==> src/rtl/base58_pkg.sv <==
// Shared constants, types and helpers for the base-58 sequential encoder.
//   RADIX              divisor used by the bit-serial divider
//   OFS_*              ASCII offsets for the contiguous 0-9,A-Z,a-v alphabet
//   BTC_ALPHABET       Bitcoin base-58 alphabet, 58 x 8-bit entries, first char = digit 0
//   state_e            encoder FSM states
//   cnt_w / len_w      width helpers for the bit counter and digit index/length
package base58_pkg;

    localparam int unsigned RADIX     = 58;
    localparam int unsigned OFS_DIGIT = 48;
    localparam int unsigned OFS_UPPER = 55;
    localparam int unsigned OFS_LOWER = 61;

    // Packed string: the first character sits in the most significant byte.
    localparam logic [8*58-1:0] BTC_ALPHABET =
        "123456789ABCDEFGHJKLMNPQRSTUVWXYZabcdefghijkmnopqrstuvwxyz";

    typedef enum logic [1:0] {
        IDLE,
        DIV,
        DONE
    } state_e;

    // Width of a counter that must hold values 0..n-1.
    function automatic int unsigned cnt_w(input int unsigned n);
        return (n <= 1) ? 1 : $clog2(n);
    endfunction

    // Width of a field that must hold values 0..digits.
    function automatic int unsigned len_w(input int unsigned digits);
        return $clog2(digits + 1);
    endfunction

    function automatic logic [7:0] btc_char(input logic [5:0] d);
        int idx;
        if (d > 6'd57) begin
            return 8'h00;
        end
        idx = 57 - int'(d);
        return BTC_ALPHABET[8*idx +: 8];
    endfunction

endpackage

==> src/rtl/base58_char_map.sv <==
// Combinational base-58 digit to ASCII mapper.
//   i_digit  [5:0]  digit value 0..57
//   o_ascii  [7:0]  ASCII character for the selected alphabet
//   ALPHABET        0: 0-9,A-Z,a-v   1: Bitcoin alphabet
module base58_char_map
    import base58_pkg::*;
#(
    parameter int unsigned ALPHABET = 0
) (
    input  logic [5:0] i_digit,
    output logic [7:0] o_ascii
);

    logic [7:0] w_digit8;
    assign w_digit8 = {2'b00, i_digit};

    always_comb begin
        o_ascii = 8'h00;
        if (ALPHABET == 1) begin
            o_ascii = btc_char(i_digit);
        end else if (i_digit < 6'd10) begin
            o_ascii = w_digit8 + 8'(OFS_DIGIT);
        end else if (i_digit < 6'd36) begin
            o_ascii = w_digit8 + 8'(OFS_UPPER);
        end else begin
            o_ascii = w_digit8 + 8'(OFS_LOWER);
        end
    end

endmodule

==> src/rtl/base58_seq_encoder.sv <==
// Sequential binary to base-58 ASCII encoder using a bit-serial restoring divide-by-58.
//   i_clk, i_rst       clock, synchronous active-high reset
//   i_in_valid/o_in_ready/i_in_data   input word handshake (ready only in IDLE)
//   o_out_valid/i_out_ready           result handshake, result held until accepted
//   o_out_chars        DIGITS ASCII chars, [7:0] = least-significant digit
//   o_out_len          index of highest nonzero digit + 1 (1 for zero)
//   o_out_ovf          value did not fit into DIGITS digits
module base58_seq_encoder
    import base58_pkg::*;
#(
    parameter int unsigned IN_W     = 32,
    parameter int unsigned DIGITS   = 6,
    parameter int unsigned ALPHABET = 0,
    localparam int unsigned LEN_W   = len_w(DIGITS)
) (
    input  logic                  i_clk,
    input  logic                  i_rst,
    input  logic                  i_in_valid,
    output logic                  o_in_ready,
    input  logic [IN_W-1:0]       i_in_data,
    output logic                  o_out_valid,
    input  logic                  i_out_ready,
    output logic [8*DIGITS-1:0]   o_out_chars,
    output logic [LEN_W-1:0]      o_out_len,
    output logic                  o_out_ovf
);

    localparam int unsigned CNT_W = cnt_w(IN_W);

    state_e                r_state;
    state_e                w_state_next;
    logic [IN_W-1:0]       r_work;
    logic [5:0]            r_rem;
    logic [CNT_W-1:0]      r_bit_cnt;
    logic [LEN_W-1:0]      r_dig_idx;
    logic [8*DIGITS-1:0]   r_chars;
    logic [LEN_W-1:0]      r_len;
    logic                  r_ovf;
    logic                  r_out_valid;

    logic [6:0]            w_trial;
    logic                  w_qbit;
    logic [5:0]            w_rem_next;
    logic                  w_last_bit;
    logic                  w_digits_done;
    logic [7:0]            w_char;

    // One restoring-division step: shift the next dividend bit into the remainder.
    assign w_trial       = {r_rem, r_work[IN_W-1]};
    assign w_qbit        = (w_trial >= 7'(RADIX));
    assign w_rem_next    = w_qbit ? 6'(w_trial - 7'(RADIX)) : w_trial[5:0];
    assign w_last_bit    = (r_bit_cnt == '0);
    assign w_digits_done = (r_dig_idx == LEN_W'(DIGITS));

    base58_char_map #(
        .ALPHABET (ALPHABET)
    ) u_char_map (
        .i_digit (w_rem_next),
        .o_ascii (w_char)
    );

    always_ff @(posedge i_clk) begin
        if (i_rst) begin
            r_state <= IDLE;
        end else begin
            r_state <= w_state_next;
        end
    end

    always_comb begin
        w_state_next = r_state;
        case (r_state)
            IDLE:    if (i_in_valid)    w_state_next = DIV;
            DIV:     if (w_digits_done) w_state_next = DONE;
            DONE:    if (i_out_ready)   w_state_next = IDLE;
            default:                    w_state_next = IDLE;
        endcase
    end

    always_ff @(posedge i_clk) begin
        if (i_rst) begin
            r_work      <= '0;
            r_rem       <= '0;
            r_bit_cnt   <= '0;
            r_dig_idx   <= '0;
            r_chars     <= '0;
            r_len       <= '0;
            r_ovf       <= 1'b0;
            r_out_valid <= 1'b0;
        end else begin
            case (r_state)
                IDLE: begin
                    if (i_in_valid) begin
                        r_work    <= i_in_data;
                        r_rem     <= '0;
                        r_bit_cnt <= CNT_W'(IN_W - 1);
                        r_dig_idx <= '0;
                        r_len     <= LEN_W'(1);
                        r_ovf     <= 1'b0;
                    end
                end
                DIV: begin
                    if (!w_digits_done) begin
                        // Quotient bits replace the consumed dividend bits from the bottom.
                        r_work <= {r_work[IN_W-2:0], w_qbit};
                        if (w_last_bit) begin
                            for (int i = 0; i < int'(DIGITS); i++) begin
                                if (r_dig_idx == LEN_W'(i)) begin
                                    r_chars[8*i +: 8] <= w_char;
                                end
                            end
                            if (w_rem_next != 6'd0) begin
                                r_len <= r_dig_idx + LEN_W'(1);
                            end
                            r_rem     <= '0;
                            r_bit_cnt <= CNT_W'(IN_W - 1);
                            r_dig_idx <= r_dig_idx + LEN_W'(1);
                        end else begin
                            r_rem     <= w_rem_next;
                            r_bit_cnt <= r_bit_cnt - CNT_W'(1);
                        end
                    end else begin
                        // Anything left in the quotient means the value needs more digits.
                        r_ovf       <= |r_work;
                        r_out_valid <= 1'b1;
                    end
                end
                DONE: begin
                    if (i_out_ready) begin
                        r_out_valid <= 1'b0;
                    end
                end
                default: ;
            endcase
        end
    end

    assign o_in_ready  = (r_state == IDLE);
    assign o_out_valid = r_out_valid;
    assign o_out_chars = r_chars;
    assign o_out_len   = r_len;
    assign o_out_ovf   = r_ovf;

endmodule

==> config.mk <==
export PLATFORM = sky130hd
export DESIGN_NAME = base58_seq_encoder
export DESIGN_NICKNAME = d
export VERILOG_FILES = /design/src/rtl/base58_pkg.sv /design/src/rtl/base58_char_map.sv /design/src/rtl/base58_seq_encoder.sv
export SDC_FILE = /design/constraint.sdc
export NUM_CORES = 1
export LEC_CHECK = 0
export ABC_CLOCK_PERIOD_IN_PS = 3300
export CAP_MARGIN = 20
export CORE_ASPECT_RATIO = 0.8
export CORE_MARGIN = 3
export CORE_UTILIZATION = 47
export DETAILED_ROUTE_END_ITERATION = 8
export PLACE_DENSITY = 0.78
export SKIP_CTS_REPAIR_TIMING = 1
export SYNTH_ARGS = -nofsm -noshare
export SYNTH_HDL_FRONTEND = slang
export SYNTH_HIERARCHICAL = 1
export SYNTH_SLANG_ARGS = --single-unit
==> constraint.sdc <==
create_clock -name i_clk -period 3.3 [get_ports i_clk]
set_input_delay 0.33 -clock i_clk [delete_from_list [all_inputs] [get_ports i_clk]]
set_output_delay 0.33 -clock i_clk [all_outputs]
set_load 0.01 [all_outputs]
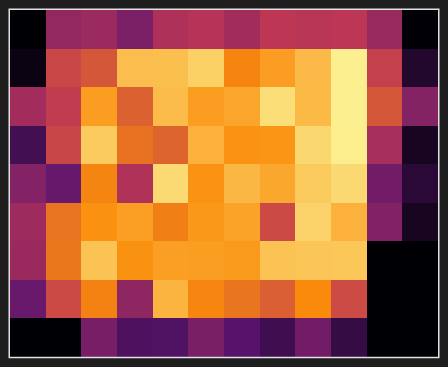
Figure 1: placement density heat map.
12 x 9 tiles, from black (low) to pale yellow (high), 0 to 100% covered.
37% of the tiles are over 75% full. The fullest tile reaches 97%. The mean over all tiles is 55%. The densest ninth of the die: centre.

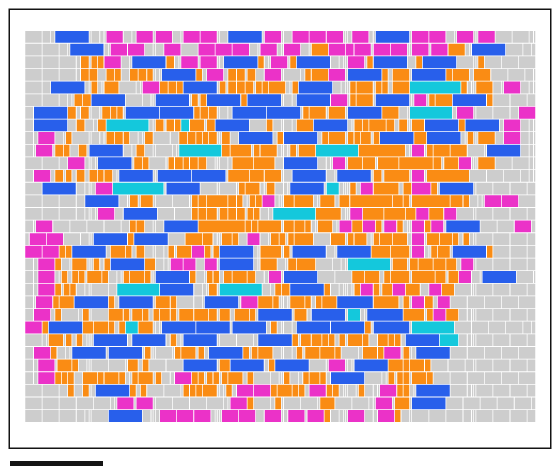
Figure 2: cells coloured by class.
Scale bar: 20 µm. Fill, decap, tap and diode cells in grey.
clock drivers and dummy loads: shown in cyan, cells 16. registers: shown in blue, cells 101. remaining logic cells: shown in orange, cells 415. remaining buffers and delay cells: shown in magenta, cells 121.

==> flow_summary.toml <==
# flow metrics
[status]
status = "finished with violations"
violations = "negative setup slack"

[worst_setup_path]
timing.rr.start = "r_rem[1]"
worstSetupEndpointType = "register"
cp_cell_sequence = "or3b_4 > a311oi_2 > xnor2_1 > inv_1 > inv_2 > ha_4 > o21a_1 > or2_4 > fa_2 > and2b_1 > o22ai_1 > a221o_1 > xnor2_4 > nand3_1 > a21oi_1"
critical_path_arrival_ns = 3.83
start_kind = "register"

[synth]
netlist_top_cells_area = "dfxtp_1 (44%), nand2_1 (8.5%), a311oi_1 (6.9%), nor2_1 (6.2%), mux2i_1 (5.5%)"
syn-cell-area_um2 = 4571
ys.flops = 101
ys_chip_area_um2 = 4571

[finish]
layout_top_cell = "nand2_1"
finish.net_count = 696

[timing]
final.setup.worst_slack_ns = -0.2588
setup-violations-final = 22
fin_setup_tns_ns = -2.520

[worst_hold_path]
hp-class = "register to register"
hold_path_startpoint = "o_out_chars[10]"
hold_depth = 2

[clocking]
cts_made_buffers = 9
clock_path_buffers = 2

[drt]
drc = 0
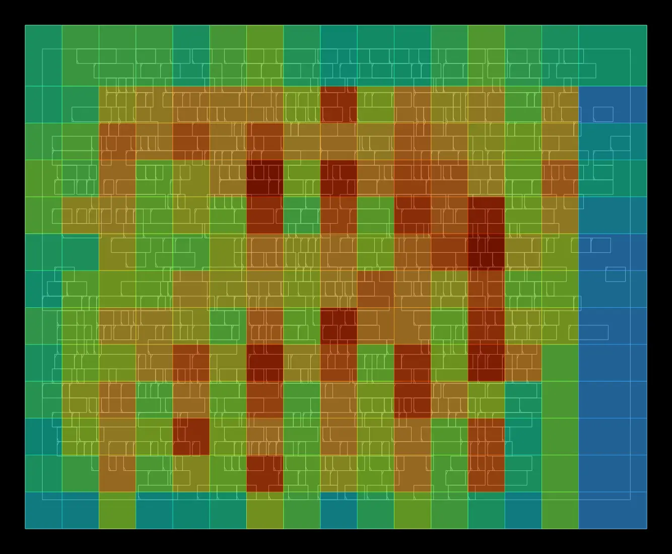
Figure 3: routing congestion.
Core Util, Final: 0.6622
global routing's busiest layer: met2
M3 GR Usage: 0.05860
met2 Track Usage GR: 0.3457
GRT Total Usage: 0.2225

## sequential cells by signal (all words and copies together), names as in the netlist
name and flops:
o_out_ovf 1, o_out_len 3, r_work 32, o_out_chars 48, r_dig_idx 3, r_rem 6, r_bit_cnt 5, o_out_valid 1
r_state 2
## metrics by stage
step / setup WS [ns] / util / instances / cell area [µm²]
2_1_floorplan: 0.007504 / - / 551 / 4613
3_3_place_gp: -0.01243 / 0.6167 / 748 / 5717
3_5_place_dp: -0.1971 / 0.6167 / 748 / 5717
4_1_cts: -0.2210 / 0.6516 / 764 / 6041
5_1_grt: -0.3405 / 0.6622 / 768 / 6138
6_report: -0.2588 / 0.6622 / 768 / 6138
## cell type report
cell class	count	area [µm²]	area share
clock buffer	9	225.2	0.03669
timing repair buffer	121	1130	0.1841
tap	115	143.9	0.02344
clock inverter	7	98.84	0.01610
sequential	101	2026	0.3300
inverter	19	71.32	0.01162
multi-input combinational	396	2444	0.3981
## metal layers
metal	track usage	share of wire	up-vias
met5	0	0	-
met1	0.3089	0.43	2102
met4	0.05121	0.011	0
met3	0.05860	0.077	17
li1	-	-	2130
met2	0.3457	0.49	159
## power by group
part | switching, µW | internal (µW) | total [µW]
combinational | 161 | 128 | 288
clock | 468 | 668 | 1140
sequential | 40.4 | 1270 | 1310
total | 669 | 2060 | 2730
## Yosys cell counts (all sizes together) (7+ instances only)
master	count
nor4	10
buf	9
a21oi	34
mux2i	25
dfxtp	101
inv	19
nor2	75
clkbuf	26
a311oi	37
ha	11
nand3	30
nand2	104
o21ai	7
## worst max-delay path by stage
| stage | to | slack, ns | cells past startpoint |
|---|---|---|---|
| floorplan | o_out_chars[4] | 0.008 | 15 |
| global placement | o_out_chars[12] | -0.01 | 15 |
| detailed placement | o_out_chars[20] | -0.20 | 16 |
| CTS | o_out_chars[20] | -0.22 | 16 |
| global route | o_out_chars[28] | -0.34 | 15 |
| finish | o_out_chars[20] | -0.26 | 15 |
## kinds of logic after synthesis
group,share of synthesized area
xor gates and xnor gates,0.01341
other,0.0008205
muxes,0.05721
buffers and inverters,0.04708
AOI/OAI and AO/OA,0.1722
adders and majority gates,0.03449
DFF,0.4424
and+or+nand+nor,0.2324
## tightest hold or removal path: cells and delay by family (launching register included)
kind	cells	cell delay, ns
DFF	1	0.31
and+or+nand+nor	1	0.05
AOI/OAI and AO/OA	1	0.05
Power is estimated from default activity; no workload was simulated.
